Design nibble_serial_addsub, sky130hd; sources not shown.
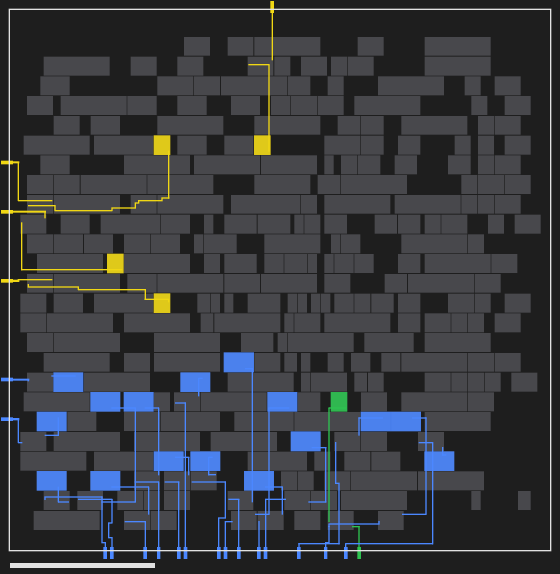
**Above:** run 1 (nets reached from selected ports).
The bar under the picture is 20 µm long.
| port | colour | bits | direction | edge | end cells | buffers | wire |
|---|---|---|---|---|---|---|---|
| `nib_a` | yellow | 4 | output | 3 west, 1 north | 4 | 4 | 113 µm |
| `op_b` | blue | 16 | input | 14 south, 2 west | 16 | 16 | 328 µm |
| `nib_cin` | green | 1 | output | south | 1 | 1 | 21.8 µm |
I/O Buffers: 73
Ports: 74

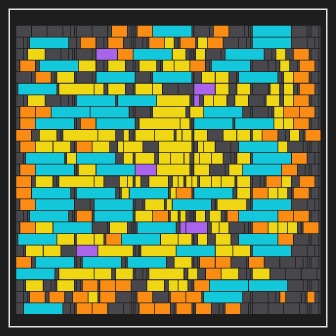
**Above:** run 1 (cells coloured by class).
Fill, decap, tap and diode cells in grey.
| class | colour | cells | share of their area |
|---|---|---|---|
| sequential cells | cyan | 54 | 39% |
| clock drivers and dummy loads | purple | 7 | 2.2% |
| combinational and other logic | yellow | 138 | 37% |
| remaining buffers and delay cells | orange | 75 | 21% |
Final Cell Area: 3550 µm²
row count: 25
core outline area: 4880 µm²
final core utilization: 72.7%

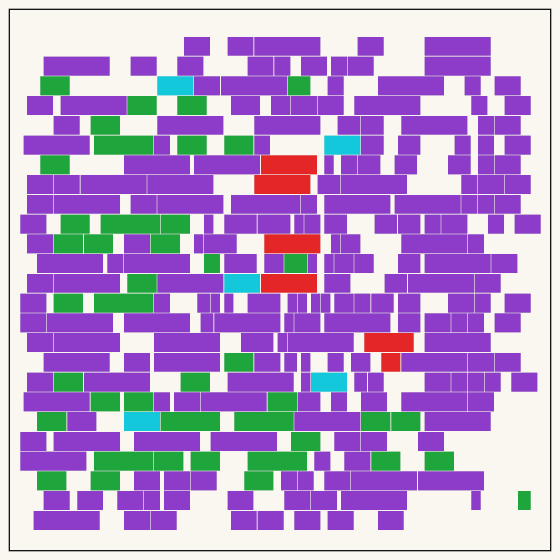
**Above:** run 1 (drive-strength map).
| size | colour | cells |
|---|---|---|
| _6 and larger | cyan | 5 |
| _0 and _1 cells | purple | 221 |
| _3 and _4 cells | red | 6 |
| _2 cells | green | 42 |
setup ws final: 1.28 ns
bufs w/o clock: 75
area grow syn2layout: 30.2%

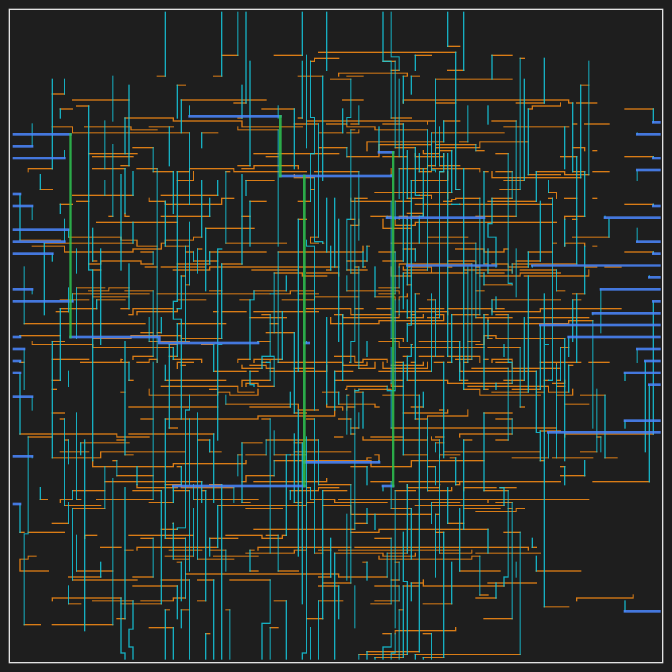
**Above:** run 1 (signal wires by layer).
| layer | colour | wire length |
|---|---|---|
| metal 2 | cyan | 2,590 µm |
| metal 4 | green | 103 µm |
| metal 1 | orange | 2,410 µm |
| metal 3 | blue | 244 µm |
routed wire length: 5350 µm
GRT Total Usage: 22.5%
Vias: 1,826
Routed WL per cell: 15.7 µm

==> flow_summary.json, run 1 <==
{
  "status": "finished, violations left",
  "violations": "capacitance limit, slew limit",
  "cts_resized": 0,
  "dp_hpwl_um": 3940,
  "dpl_worst_slack_ns": 1.57,
  "clk_share_pct": 2.15,
  "maxCapViolCount": 1,
  "yosys.cell_types.count": 34,
  "top_power_group": "combinational logic",
  "synth.cellmix.compoundShare_pct": 7.40,
  "dr.pass1.iters": 4,
  "overflow": 0,
  "grt_pass1_vias": 1869,
  "top_area_cell": "dfrtp_1",
  "total_power_mw": 1.73,
  "cp-start-kind": "register",
  "max_freq_ghz": 0.226,
  "dr_wl_met3_um": 243,
  "crit_slowest_cell": "nor2b_1",
  "intPower_mw": 1.13,
  "period_needed_ns": 4.42,
  "ff_type": "dfrtp_1",
  "layoutNonFillerInstCount": 341,
  "met1_usage_pct": 29.8,
  "die_x_um": 74.4,
  "nClkBuffers": 7,
  "lay_top_cells": "clkdlybuf4s50_1, dfrtp_1, mux2_2, and2_1, a22o_1",
  "adder_share_pct": 2.76,
  "layout-drive-gt1-share_pct": 19.3,
  "dieHeight_um": 74.4,
  "layout_worst_path_cycle_share_pct": 77.6,
  "most_common_cell": "dfrtp_1",
  "min_path_cells": 1,
  "met1_length_um": 2410,
  "mi_logic_area_um2": 1280,
  "powerDensity_nw_per_um2": 489,
  "p_sw_uw": 601,
  "dominant_cells": "flip-flops and latches",
  "grt_max_degree": 55,
  "cp.arrival_ns": 2.51,
  "vdd_drop_max_uv": 338,
  "pwr-share-seq_pct": 40.5,
  "p_sw_share_pct": 34.6,
  "clock_path_buffers": 2,
  "num-multi-input-gates": 133,
  "crit_family": "simple AND/OR/NAND/NOR gates",
  "place.gp.congestion": 0.817,
  "power_frac_comb_pct": 48.0,
  "grt_pass1_wl_um": 9110,
  "seqCellArea_um2": 1350,
  "ys_cells": 202,
  "synth-warning-count": 6,
  "comb-cell-share_pct": 36.1,
  "yosysSeqAreaShare_pct": 49.6,
  "crit_cells": 3,
  "cts_hold_buf": 0,
  "worstSetupPathType": "register to output pin",
  "nWellTaps": 67,
  "numCtsBuffers": 5,
  "busiest_layer": "met2",
  "root_buffer": "clkbuf_8",
  "syn-num-nets": 250,
  "synth-edff-count": 0,
  "syn_inst": 202,
  "met2_length_um": 2590,
  "synth_top_area_share_pct": 49.6,
  "ys_area_um2": 2720,
  "clk-power_uw": 198,
  "p_leak_nw": 1.46,
  "ff_count": 54,
  "lay_top_count": "clkdlybuf4s50_1",
  "synthArstFlopShare_pct": 100,
  "ys.flops": 54,
  "slew_violations": 55,
  "die-area_um2": 5530,
  "inverters": 5,
  "cts_tree": "done",
  "antenna_found_initial": 0,
  "htree_levels": 2,
  "use_met3_pct": 5.42,
  "n_fill_cell": 359,
  "clkLatencyLatePin_ns": 0.30,
  "buffer_area_share_pct": 20.8,
  "common_cells": "dfrtp_1, mux2_2, and2_1"
}
**Run 1: cell placement**

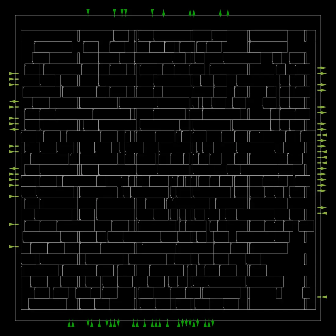

## Run 2: what changed since run 1
- ABC_CLOCK_PERIOD_IN_PS: 5700 -> 4200
- CORE_UTILIZATION: 52 -> 48
- PLACE_DENSITY: 0.85 -> 0.8
- clock period: 5.7 -> 4.2 ns (I/O delays scaled with it)
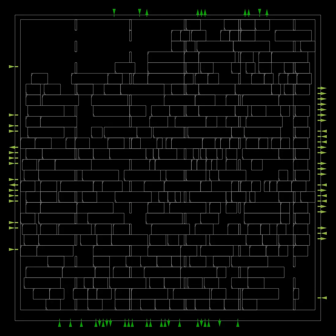
**Above:** run 2 (cell placement).
flop count: 54
final core utilization: 66.7%
row count: 27
Tap Cells: 72

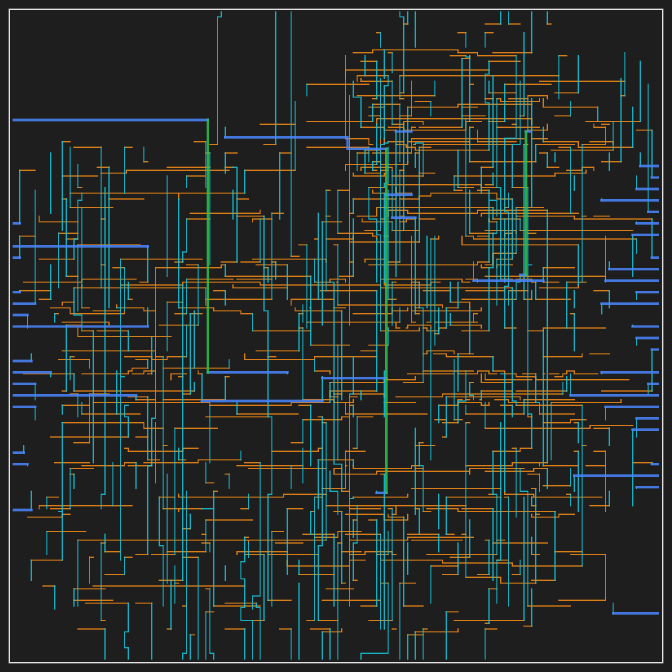
**Above:** run 2 (signal wires by layer).
| layer | colour | wire length |
|---|---|---|
| metal 1 | orange | 2,330 µm |
| metal 3 | blue | 256 µm |
| metal 2 | cyan | 2,660 µm |
| metal 4 | green | 87.7 µm |
routed wire length: 5340 µm
Routed WL per cell: 15.2 µm
GRT Total Usage: 20.2%

==> run 2 against run 1 <==
The flow still finishes with violations (capacitance limit, slew limit). Worst hold slack better by 0.0010 ns. Count of clock-buffer cells in the layout is 1 lower. First-iteration DRC count increased by 26%.
==> flow_summary.json, run 2 <==
{
  "area_growth_pct": 34.1,
  "buffer_area_share_pct": 21.1,
  "worstSetupPathType": "register to output pin",
  "antenna_found_initial": 0,
  "seqCellArea_um2": 1350,
  "dieHeight_um": 77.3,
  "total_power_mw": 2.51,
  "grt_pass1_wl_um": 9200,
  "mi_logic_area_um2": 1280,
  "synth.cellmix.compoundShare_pct": 7.40,
  "met2_length_um": 2660,
  "grt_pass1_vias": 1846,
  "crit_cells": 4,
  "dr_wl_met3_um": 256,
  "place.gp.congestion": 0.801,
  "synth-edff-count": 0,
  "design_area_um2": 3650,
  "overflow": 0,
  "comb-cell-share_pct": 35.0,
  "root_buffer": "clkbuf_8",
  "synthArstFlopShare_pct": 100,
  "clkLatencyLatePin_ns": 0.31,
  "power_frac_comb_pct": 46.3,
  "cp.arrival_ns": 2.41,
  "worstSetupEndpointType": "output pin",
  "use_met3_pct": 4.52,
  "vdd_drop_max_uv": 409,
  "ff_type": "dfrtp_1",
  "clock_path_buffers": 2,
  "crit_slowest_cell": "dfrtp_1",
  "ff2ff_path_depth": 6,
  "lay_top_count": "clkdlybuf4s50_1",
  "cts_tree": "done",
  "violations": "capacitance limit, slew limit",
  "slew_violations": 37,
  "synth_top_area_share_pct": 49.6,
  "die-area_um2": 5980,
  "synth-warning-count": 6,
  "vias": 1843,
  "n_fill_cell": 413,
  "dpl_worst_slack_ns": 0.689,
  "ys.flops": 54,
  "grt_max_degree": 37,
  "lay_top_cells": "clkdlybuf4s50_1, dfrtp_1, mux2_2, and2_1, a22o_1",
  "htree_levels": 2,
  "crit_family": "buffers and inverters",
  "mux_share_pct": 20.8,
  "layout_worst_path_cycle_share_pct": 92.1,
  "numCtsBuffers": 5,
  "adder_share_pct": 2.76,
  "yosysSeqAreaShare_pct": 49.6,
  "layout-drive-gt1-share_pct": 21.5,
  "post-route-worst-setup-slack_ns": 0.331,
  "p_seq_uw": 929,
  "clk-power_uw": 417,
  "cts_hold_buf": 0,
  "powerDensity_nw_per_um2": 686,
  "maxCapViolCount": 1,
  "pwr-share-seq_pct": 37.1,
  "period_needed_ns": 3.87,
  "syn_inst": 202,
  "num-multi-input-gates": 133,
  "dr.pass1.iters": 4,
  "clk_share_pct": 3.91,
  "buffers": 79,
  "dominant_cells": "flip-flops and latches",
  "layoutNonFillerInstCount": 351,
  "busiest_layer": "met2",
  "inverters": 5,
  "top_power_group": "combinational logic",
  "status": "finished, violations left",
  "cts.sinks": 54,
  "io_pins": 74,
  "dp_hpwl_um": 4070,
  "core-area_um2": 5470,
  "cts_resized": 0,
  "most_common_cell": "dfrtp_1",
  "met1_usage_pct": 25.6,
  "top_area_cell": "dfrtp_1",
  "max_freq_ghz": 0.258,
  "common_cells": "dfrtp_1, mux2_2, and2_1",
  "p_sw_share_pct": 32.5,
  "met1_length_um": 2330,
  "yosys.cell_types.count": 34,
  "cp-start-kind": "register",
  "ys_area_um2": 2720,
  "intPower_mw": 1.69
}
Power figures rest on the tool's default switching activity, not on a simulated workload.
